### src/rtl/atm_session_ctrl.sv
// ATM session sequencer: owns balance, wrong-PIN counter and inactivity timer,
// and sequences card-in -> PIN -> menu -> execute -> eject.
module atm_session_ctrl #(
  parameter int unsigned BAL_W       = 8,
  parameter int unsigned INIT_BAL    = 100,
  parameter int unsigned MAX_TRIES   = 3,
  parameter int unsigned TIMEOUT_CYC = 1000
) (
  input  logic             clk,
  input  logic             rst,
  input  logic             card_in,
  input  logic             pin_valid,
  input  logic             pin_ok,
  input  logic             op_valid,
  input  logic [1:0]       op,
  input  logic [BAL_W-1:0] amount,
  input  logic             unlock,
  output logic [2:0]       state,
  output logic [BAL_W-1:0] bal,
  output logic             busy,
  output logic             locked,
  output logic             done,
  output logic             err,
  output logic [2:0]       err_code,
  output logic             card_eject
);

  localparam int unsigned TryW = $clog2(MAX_TRIES + 1);
  localparam int unsigned TmrW = (TIMEOUT_CYC > 2) ? $clog2(TIMEOUT_CYC) : 1;

  typedef enum logic [2:0] {
    StIdle    = 3'd0,
    StPinWait = 3'd1,
    StMenu    = 3'd2,
    StExec    = 3'd3,
    StEject   = 3'd4,
    StLocked  = 3'd5
  } state_t;

  localparam logic [1:0] OpEnd = 2'b00;
  localparam logic [1:0] OpBal = 2'b01;
  localparam logic [1:0] OpWd  = 2'b10;
  localparam logic [1:0] OpDep = 2'b11;

  localparam logic [2:0] ErrPin   = 3'b001;
  localparam logic [2:0] ErrLock  = 3'b010;
  localparam logic [2:0] ErrFunds = 3'b011;
  localparam logic [2:0] ErrOvf   = 3'b100;
  localparam logic [2:0] ErrTmo   = 3'b101;

  state_t           state_q;
  logic [TryW-1:0]  tries_q;
  logic [TmrW-1:0]  timer_q;
  logic [1:0]       op_q;
  logic [BAL_W-1:0] amt_q;

  logic [TryW-1:0]  tries_inc;
  logic [BAL_W:0]   dep_sum;
  logic             timer_exp;

  assign tries_inc = tries_q + TryW'(1);
  // One extra bit so a deposit that wraps shows up as a carry.
  assign dep_sum   = {1'b0, bal} + {1'b0, amount};
  assign timer_exp = (timer_q == TmrW'(TIMEOUT_CYC - 1));
  assign state     = state_q;

  // Session FSM with registered outputs; busy/locked are set on each transition.
  always_ff @(posedge clk) begin
    if (rst) begin
      state_q    <= StIdle;
      bal        <= BAL_W'(INIT_BAL);
      tries_q    <= '0;
      timer_q    <= '0;
      op_q       <= OpEnd;
      amt_q      <= '0;
      busy       <= 1'b0;
      locked     <= 1'b0;
      done       <= 1'b0;
      err        <= 1'b0;
      err_code   <= 3'b000;
      card_eject <= 1'b0;
    end else begin
      done       <= 1'b0;
      err        <= 1'b0;
      card_eject <= 1'b0;
      unique case (state_q)
        StIdle: begin
          if (card_in) begin
            state_q <= StPinWait;
            busy    <= 1'b1;
            tries_q <= '0;
            timer_q <= '0;
          end
        end
        StPinWait: begin
          timer_q <= timer_q + TmrW'(1);
          if (!card_in) begin
            state_q <= StIdle;
            busy    <= 1'b0;
          end else if (pin_valid) begin
            timer_q <= '0;
            if (pin_ok) begin
              state_q <= StMenu;
              tries_q <= '0;
            end else begin
              tries_q <= tries_inc;
              err     <= 1'b1;
              if (tries_inc == TryW'(MAX_TRIES)) begin
                state_q  <= StLocked;
                busy     <= 1'b0;
                locked   <= 1'b1;
                err_code <= ErrLock;
              end else begin
                err_code <= ErrPin;
              end
            end
          end else if (timer_exp) begin
            state_q    <= StEject;
            err        <= 1'b1;
            err_code   <= ErrTmo;
            card_eject <= 1'b1;
          end
        end
        StMenu: begin
          timer_q <= timer_q + TmrW'(1);
          if (!card_in) begin
            state_q <= StIdle;
            busy    <= 1'b0;
          end else if (op_valid) begin
            timer_q <= '0;
            op_q    <= op;
            amt_q   <= amount;
            unique case (op)
              OpBal: state_q <= StExec;
              OpWd: begin
                if (amount <= bal) begin
                  state_q <= StExec;
                end else begin
                  err      <= 1'b1;
                  err_code <= ErrFunds;
                end
              end
              OpDep: begin
                if (!dep_sum[BAL_W]) begin
                  state_q <= StExec;
                end else begin
                  err      <= 1'b1;
                  err_code <= ErrOvf;
                end
              end
              default: begin
                state_q    <= StEject;
                card_eject <= 1'b1;
              end
            endcase
          end else if (timer_exp) begin
            state_q    <= StEject;
            err        <= 1'b1;
            err_code   <= ErrTmo;
            card_eject <= 1'b1;
          end
        end
        StExec: begin
          // Commit always completes; a pulled card only changes where we return to.
          done    <= 1'b1;
          timer_q <= '0;
          if (op_q == OpWd) begin
            bal <= bal - amt_q;
          end else if (op_q == OpDep) begin
            bal <= bal + amt_q;
          end
          if (card_in) begin
            state_q <= StMenu;
          end else begin
            state_q <= StIdle;
            busy    <= 1'b0;
          end
        end
        StEject: begin
          state_q <= StIdle;
          busy    <= 1'b0;
        end
        StLocked: begin
          if (unlock) begin
            state_q <= StIdle;
            locked  <= 1'b0;
            tries_q <= '0;
          end
        end
        default: begin
          state_q <= StIdle;
          busy    <= 1'b0;
          locked  <= 1'b0;
        end
      endcase
    end
  end

endmodule
### config.mk
export PLATFORM = sky130hd
export DESIGN_NAME = atm_session_ctrl
export DESIGN_NICKNAME = d
export VERILOG_FILES = /design/src/rtl/atm_session_ctrl.sv
export SDC_FILE = /design/constraint.sdc
export NUM_CORES = 1
export LEC_CHECK = 0
export ABC_AREA = 1
export CAP_MARGIN = 20
export CORE_MARGIN = 1
export CORE_UTILIZATION = 56
export CTS_CLUSTER_SIZE = 12
export DETAILED_ROUTE_END_ITERATION = 10
export PLACE_DENSITY = 0.8
export SETUP_SLACK_MARGIN = 0.3
export SYNTH_ARGS = -nofsm -noshare
export SYNTH_HDL_FRONTEND = slang
export SYNTH_SLANG_ARGS = --single-unit
### constraint.sdc
create_clock -name clk -period 2.7 [get_ports clk]
set_input_delay 0.54 -clock clk [delete_from_list [all_inputs] [get_ports clk]]
set_output_delay 0.54 -clock clk [all_outputs]
set_load 0.01 [all_outputs]
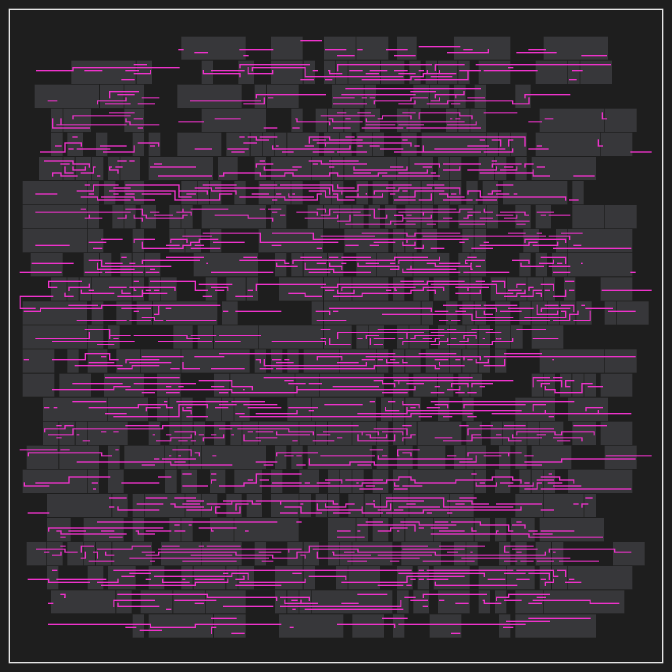
(run_1/met1.png)
Cells faint in the background.
wire length on this layer: 3470 um
longest straight run: 33.6 um

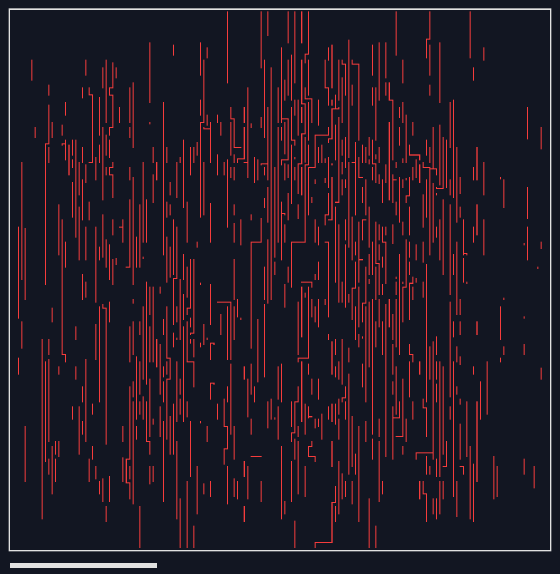
(run_1/met2.png)
The bar under the picture is 20 um long.
share of all routed wire: 43%
wire length on this layer: 2890 um
longest straight run: 31.6 um
nets with wire on the layer: 402
main direction: vertical

==> flow_summary.toml, run 1 <==
# generated from flow reports
[status]
status = "completed"

[power_and_ir_drop]
p_leak_nw = 1.54
p_seq_mw = 0.666
comb-power_mw = 0.422
pwr-share-clk = 0.318
seq_power_share = 0.417
clock_power_mw = 0.508
switching_power_mw = 0.512
top_power_group = "registers"
ir_worst_vdd_v = 0.000427

[logic_synthesis]
ys_cells = 434
ys.flop_type = "dfxtp_1"
synthArstFlopShare = 0
yosys.area.top_type = "dfxtp_1"
yosysTopAreaCellShare = 0.285
ys_seq_elements = 41
yosysWarningCount = 0
edf_count = 0
most_common_cell = "nand2_1"
yosysUniqueCellTypes = 40
synthTopCellsByArea = "dfxtp_1 29%, nand2_1 12%, ha_1 11%"
postSynthSeqShare = 0.285

[critical_path]
setup.worst_path.start_class = "register"
critPathBufInv = 3
crit_cells = 15
cp_slowest_cell = "ha_1"
cpMostUsedCell = "nand2_1"
rrSetupSlack_ns = 0.49
path_cells = "inv_1 > nor2_4 > inv_1 > nand2_1 > xor2_1 > inv_1 > ha_1 > a21oi_1 > nand2_1 > nand2_1 > nand2_1 > a21oi_2 > nand2_1 > nand2_1 > o21ai_0"
slowest_delay_ns = 0.33
crit_path_max_fanout = 5
cp.required_ns = 2.89
end_kind = "register"

[drt]
avgRoutedWirePerCell_um = 12.4
route.detailed.drc = 0
initialDrtViolationCount = 247
viasPerCell = 5.30
dr.pass1.iters = 4

[global_routing]
track_usage = 0.266

[min_path]
hold_start = "err_code[2]"
hold_path_end = "err_code[2]"

[sta]
finalClockPeriodUsage = 0.819
layout_setup_ws_ns = 0.489
fmax_mhz = 452
min_period_ns = 2.21
setup-violations-final = 0
rsz0062_at_grt = "yes"
finalMaxSlewViolations = 0
slew-limit-headroom = 0.720

[die]
die_width_um = 73.7
nWellTaps = 67
dieArea_mm2 = 0.00543
core-area_mm2 = 0.00482

[clock_tree]
cts_tree = "yes"
clk_pin_slew_ns = 0.09
cts_buffers = 5
clkSinkCount = 41

[finish]
nClkBuffers = 5
nets = 521
drive_gt1_frac = 0.0921
buffer_area_frac = 0.111
lay_top_cells = "94 x nand2_1, 56 x inv_1, 49 x nor2_1, 43 x a21oi_1, 40 x dfxtp_1"
ff_count = 41
combAreaFraction = 0.529
layout.cell_area.non_filler_mm2 = 0.00351
sh_seq_area = 0.234
layout_top_cell = "nand2_1"
inverters_excl_clock = 64
n_all_buffers = 40
n_antenna_cell = 0
logic_area_mm2 = 0.00186

[placement]
io_buffers = 35
dpl.hpwl_um = 5110

[job]
max-cap-violations = 0
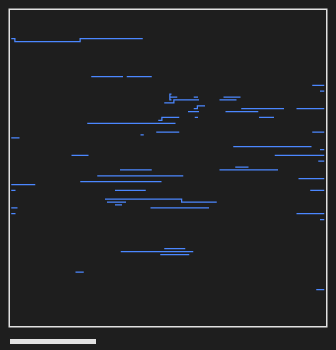
(run_1/met3.png)
The bar under the picture is 20 um long.
main direction: horizontal
wire length on this layer: 337 um
Total Wirelength: 6760 um
GR Util met3: 0.0343
vias after detailed routing: 2888

run 1: flip-flops by register name (all words and copies together) (netlist names), 2 cells and up:
| register | flops |
|---|---|
| tries_q | 2 |
| timer_q | 10 |
| amt_q | 8 |
| op_q | 2 |
| err_code | 3 |
| state | 3 |
| bal | 8 |
run 1: worst max path at each step:
| stage | from | end | slack, ns |
|---|---|---|---|
| floorplan | amt_q[1] | bal[7] | 0.66 |
| global placement | amount[7] | state[2] | 0.28 |
| detailed placement | amount[7] | state[0] | 0.21 |
| CTS | amt_q[1] | bal[7] | 0.36 |
| global route | amt_q[0] | bal[7] | 0.29 |
| finish | op_q[1] | bal[6] | 0.49 |
run 1: through the flow:
step	util	hold WS, ns
2_1_floorplan	-	0.465
3_3_place_gp	0.689	0.429
3_5_place_dp	0.689	0.438
4_1_cts	0.712	0.451
5_1_grt	0.729	0.473
6_report	0.729	0.445
run 1: routing by layer:
layer  wire (um)  GRT usage  vias to the layer above
li1            -          -                     1495
met1        3470      0.388                     1302
met2        2890      0.416                       83
met3         336     0.0343                        8
met4          70     0.0641                        0
met5           0          0                        -
run 1: logic make-up (layout without fill, tap and decap cells):
kind of cell               Yosys count  count (layout)  synth area share
and+or+nand+nor                    205             205             0.314
buffers and inverters               68             112            0.0900
AOI/OAI and AO/OA                   84              84             0.163
adders and majority gates           27              27             0.120
DFF                                 41              41             0.285
xor gates and xnor gates             9               9            0.0274
run 1: worst register-to-register path, delay by kind of cell (launching register included):
family / cells / cell delay [ns]
AOI/OAI and AO/OA: 3 / 0.37
xor gates and xnor gates: 1 / 0.16
adders and majority gates: 1 / 0.33
buffers and inverters: 3 / 0.27
DFF: 1 / 0.32
and+or+nand+nor: 7 / 0.64
run 1: timing repair:
action	in CTS	in global routing
buffers inserted	0	2
setup endpoints to repair	0	4
resized	0	14
==> run_1/final_clocks.png <==
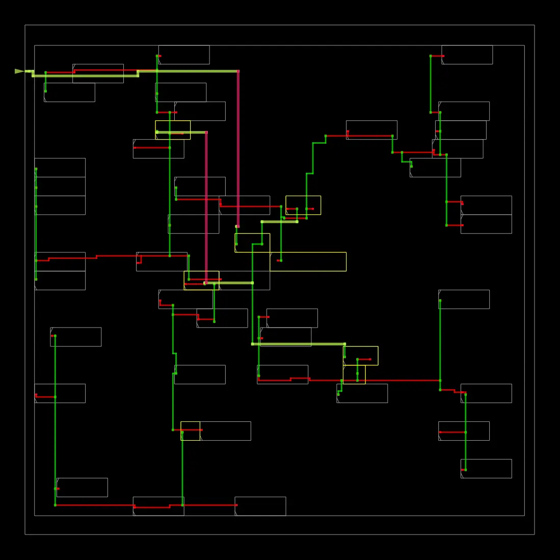

## Run 2: what changed since run 1
==> constraint.sdc (replaced) <==
create_clock -name clk -period 2.1 [get_ports clk]
set_input_delay 0.42 -clock clk [delete_from_list [all_inputs] [get_ports clk]]
set_output_delay 0.42 -clock clk [all_outputs]
set_load 0.01 [all_outputs]
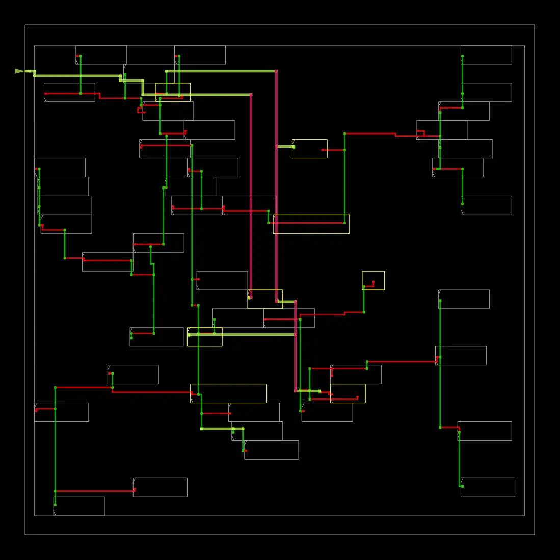
(run_2/final_clocks.png)
final setup skew: 0.00696 ns
CTS sink count: 41
Num CTS Buffers: 5

==> flow_summary.toml, run 2 <==
# generated from flow reports
[critical_path]
setup.worst_path.start_class = "register"
cp.required_ns = 2.31
end_kind = "register"
crit_path_max_fanout = 5

[logic_synthesis]
postSynthSeqShare = 0.285
mux_area_frac = 0
ys.flop_type = "dfxtp_1"
xor_share = 0.0274
synthArstFlopShare = 0
most_common_cell = "nand2_1"
yosysTopAreaCellShare = 0.285
yosysUniqueCellTypes = 40
yosys.area.top_type = "dfxtp_1"
ys_seq_elements = 41
ys_cells = 434
synthTopCellsByArea = "dfxtp_1 29%, nand2_1 12%, ha_1 11%"
yosysWarningCount = 0
yosys.area_share.simple = 0.314
fa_ha_area_frac = 0.120
ys_sh_aoi = 0.163
topCombFamilyByArea = "simple AND/OR/NAND/NOR gates"

[power_and_ir_drop]
ir_worst_vdd_v = 0.000418

[drt]
wl_um = 8420
vias = 3156
initialDrtViolationCount = 383
route.detailed.drc = 0
avgRoutedWirePerCell_um = 14.8
viasPerCell = 5.57
dr.pass1.iters = 5

[finish]
combAreaFraction = 0.530
nets = 543
n_all_buffers = 62
drive_gt1_frac = 0.242
inverters_excl_clock = 64
layout_top_cell = "nand2_1"
largest_reg_flops = 10
buffer_area_frac = 0.145
final_util = 0.829
n_antenna_cell = 0
nClkBuffers = 5
reg.largest.list = "timer_q: 10 flops, amt_q: 8 flops, bal: 8 flops"
lay_top_cells = "83 x nand2_1, 49 x inv_1, 46 x nor2_1, 37 x a21oi_1, 32 x dfxtp_1"

[status]
violations = "setup timing"
status = "finished with violations"

[sta]
rsz0062_at_grt = "yes"
slew-limit-headroom = 0.717
finalMaxSlewViolations = 0
layout_setup_ws_ns = -0.157
fmax_mhz = 443
finalClockPeriodUsage = 1.07
min_period_ns = 2.26
setup-violations-final = 5

[die]
die_width_um = 73.7
core-area_mm2 = 0.00482

[job]
max-cap-violations = 0

[clock_tree]
clk_pin_slew_ns = 0.09
cts_tree = "yes"

[global_routing]
track_usage = 0.303

[placement]
io_buffers = 35
## run 2: cell counts after synthesis
No cell type changed its count.
## run 2: worst max-delay path, stage by stage, from the launching register on
cell and delay (ns):
dfxtp_1 0.36, inv_2 0.06, ha_4 0.17, buf_4 0.14, nor2_4 0.10, xor2_1 0.21, ha_1 0.32, a21oi_2 0.15
nand2_2 0.11, nand3_1 0.09, nand2_1 0.08, inv_1 0.07, nand2_1 0.07, nand3_2 0.10, nand2_1 0.06, nand2_1 0.05
nor2_1 0.04
## run 2: metrics by stage
step / hold slack [ns] / instances / TNS, ns
3_3_place_gp: 0.428 / 551 / -0.401
6_report: 0.443 / 567 / -0.423
5_1_grt: 0.483 / 567 / -0.919
2_1_floorplan: 0.465 / 434 / 0
3_5_place_dp: 0.431 / 551 / -0.635
4_1_cts: 0.444 / 563 / 0
## run 2: per-layer routing
layer / track usage / wire (um) / vias to the layer above
met5: 0 / 0 / -
met4: 0.107 / 263 / 0
li1: - / - / 1548
met1: 0.424 / 3720 / 1438
met2: 0.470 / 3940 / 140
met3: 0.0466 / 493 / 30
## run 2: path summary, 6_finish.rpt
| path | endpoint | from | slack [ns] | cells past startpoint |
|---|---|---|---|---|
| hold / removal | err_code[2] | err_code[2] | 0.44 | 2 |
| setup / recovery | bal[7] | amt_q[1] | -0.16 | 16 |
| setup reg to reg | bal[7] | amt_q[1] | -0.16 | 16 |
| hold reg to reg | err_code[2] | err_code[2] | 0.44 | 2 |
## run 2: power by group
group / internal [mW] / switching (mW)
logic: 0.256 / 0.362
registers: 0.821 / 0.0389
clock network: 0.479 / 0.326
## run 2: timing repair
action,in CTS,in global routing
resized,17,56
setup endpoints to repair,13,17
setup buffers,4,4
pin swaps,17,28
==> run_2/met4.png <==
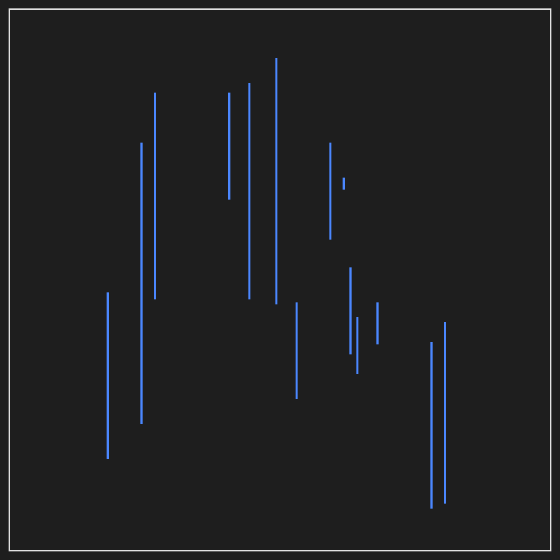

## Run 3: what changed since run 2
--- a/config.mk
+++ b/config.mk
@@ -7,11 +7,11 @@
 export LEC_CHECK = 0
 export ABC_AREA = 1
 export CAP_MARGIN = 20
-export CORE_MARGIN = 1
-export CORE_UTILIZATION = 56
+export CORE_MARGIN = 5
+export CORE_UTILIZATION = 60
 export CTS_CLUSTER_SIZE = 12
 export DETAILED_ROUTE_END_ITERATION = 10
-export PLACE_DENSITY = 0.8
+export PLACE_DENSITY = 0.85
 export SETUP_SLACK_MARGIN = 0.3
 export SYNTH_ARGS = -nofsm -noshare
 export SYNTH_HDL_FRONTEND = slang
==> constraint.sdc (replaced) <==
create_clock -name clk -period 2.81 [get_ports clk]
set_input_delay 0.562 -clock clk [delete_from_list [all_inputs] [get_ports clk]]
set_output_delay 0.562 -clock clk [all_outputs]
set_load 0.01 [all_outputs]
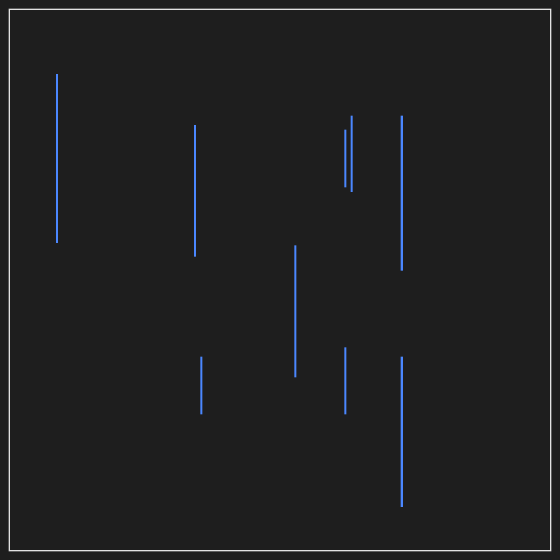
(run_3/met4.png)
longest straight run: 24.5 um
main direction: vertical
wire length on this layer: 144 um
nets with wire on the layer: 8
vias after detailed routing: 2871
Total Wirelength: 6740 um

==> flow_summary.toml, run 3 <==
# generated from flow reports
[status]
status = "completed"

[logic_synthesis]
topCombFamilyByArea = "simple AND/OR/NAND/NOR gates"
mux_area_frac = 0
yosysTopAreaCellShare = 0.285
yosysWarningCount = 0
ys_cells = 434
postSynthSeqShare = 0.285
yosysUniqueCellTypes = 40
synthArstFlopShare = 0
yosys.area.top_type = "dfxtp_1"
synthTopCellsByArea = "dfxtp_1 29%, nand2_1 12%, ha_1 11%"
fa_ha_area_frac = 0.120
most_common_cell = "nand2_1"
xor_share = 0.0274
edf_count = 0
ys_sh_aoi = 0.163
yosys.area_share.simple = 0.314

[critical_path]
crit_start = "amt_q[0]"
cp.required_ns = 3.04
cp_top_family = "simple AND/OR/NAND/NOR gates"
critPathBufInv = 2
cpMostUsedCell = "nand2_1"
crit_cells = 17
crit_path_max_fanout = 4
rrSetupSlack_ns = 0.52
r2r_start = "amt_q[0]"
path_cells = "inv_1 > ha_1 > nand2_1 > nor2_1 > nor2_1 > xor2_1 > inv_1 > ha_1 > nand2_1 > nand2_1 > a21boi_0 > nand2_1 > nand3_1 > nand3_1 > nand2_1 > nand2_1 > nor2_1"
cp_slowest_cell = "dfxtp_1"

[power_and_ir_drop]
ir_worst_vdd_v = 0.000388
p_comb_frac = 0.250
p_leak_nw = 1.53
p_int_mw = 1.13
switching_power_mw = 0.485
seq_power_share = 0.397

[die]
core-area_mm2 = 0.00469
dieArea_mm2 = 0.00628

[clock_tree]
cts_buffers = 5
clk_pin_slew_ns = 0.08
cts_tree = "yes"

[finish]
layout_top_cell = "nand2_1"
drive_gt1_frac = 0.0672
reg.largest.list = "timer_q: 10 flops, amt_q: 8 flops, bal: 8 flops"
final_cells = 530
n_antenna_cell = 0
largest_reg_flops = 10
lay_top_cells = "94 x nand2_1, 57 x inv_1, 51 x nor2_1, 45 x a21oi_1, 41 x dfxtp_1"

[sta]
min_period_ns = 2.29
setup-violations-final = 0
fin_skew_ns = 0.00532
slew-limit-headroom = 0.711
rsz0062_at_grt = "yes"
layout_setup_ws_ns = 0.515

[min_path]
whs_path_depth = 2
hold_start = "err_code[2]"
hold_path_end = "err_code[2]"

[drt]
avgRoutedWirePerCell_um = 12.7
viasPerCell = 5.42
initialDrtViolationCount = 240
dr.pass1.iters = 5

[global_routing]
track_usage = 0.232

[job]
max-cap-violations = 0

[placement]
io_buffers = 35
post-place-cells = 522
-- run 3: cell counts after synthesis --
Identical to the previous run, type by type.
-- run 3: worst register-to-register path, stage by stage, from the launching register on --
cell,delay [ns]
dfxtp_1,0.36
inv_1,0.07
ha_1,0.21
nand2_1,0.07
nor2_1,0.04
nor2_1,0.11
xor2_1,0.17
inv_1,0.06
ha_1,0.32
nand2_1,0.08
nand2_1,0.07
a21boi_0,0.17
nand2_1,0.09
nand3_1,0.08
nand3_1,0.11
nand2_1,0.09
nand2_1,0.05
nor2_1,0.09
-- run 3: power groups by stage --
stage | Combinational (mW) | Clock [mW] | Sequential [mW]
2_1_floorplan | 0.264 | 0 | 0.656
6_report | 0.403 | 0.569 | 0.639
3_5_place_dp | 0.398 | 0 | 0.652
5_1_grt | 0.459 | 0.606 | 0.644
3_3_place_gp | 0.392 | 0 | 0.652
4_1_cts | 0.400 | 0.577 | 0.639
-- run 3: kinds of logic after synthesis --
kind of cell,count (synthesis)
flip-flops,41
adder cells (fa/ha/maj),27
AND/OR/NAND/NOR,205
buffers and inverters,68
XOR/XNOR,9
AND-OR/OR-AND,84
-- run 3: layer usage --
layer / vias up / track usage / wire (um)
met5: - / 0 / 0
met4: 0 / 0.0893 / 143
met3: 18 / 0.0431 / 444
met2: 101 / 0.369 / 3000
met1: 1252 / 0.312 / 3150
li1: 1500 / - / -
-- run 3: area by class of cell --
cell class                 instances  share of cell area
multi-input combinational        325               0.523
inverter                          64              0.0706
timing repair buffer              38               0.108
clock buffer                       5              0.0200
tap                               54              0.0197
sequential                        41               0.239
clock inverter                     3              0.0189
No activity file was given, so power comes from the tool's default toggle rates.
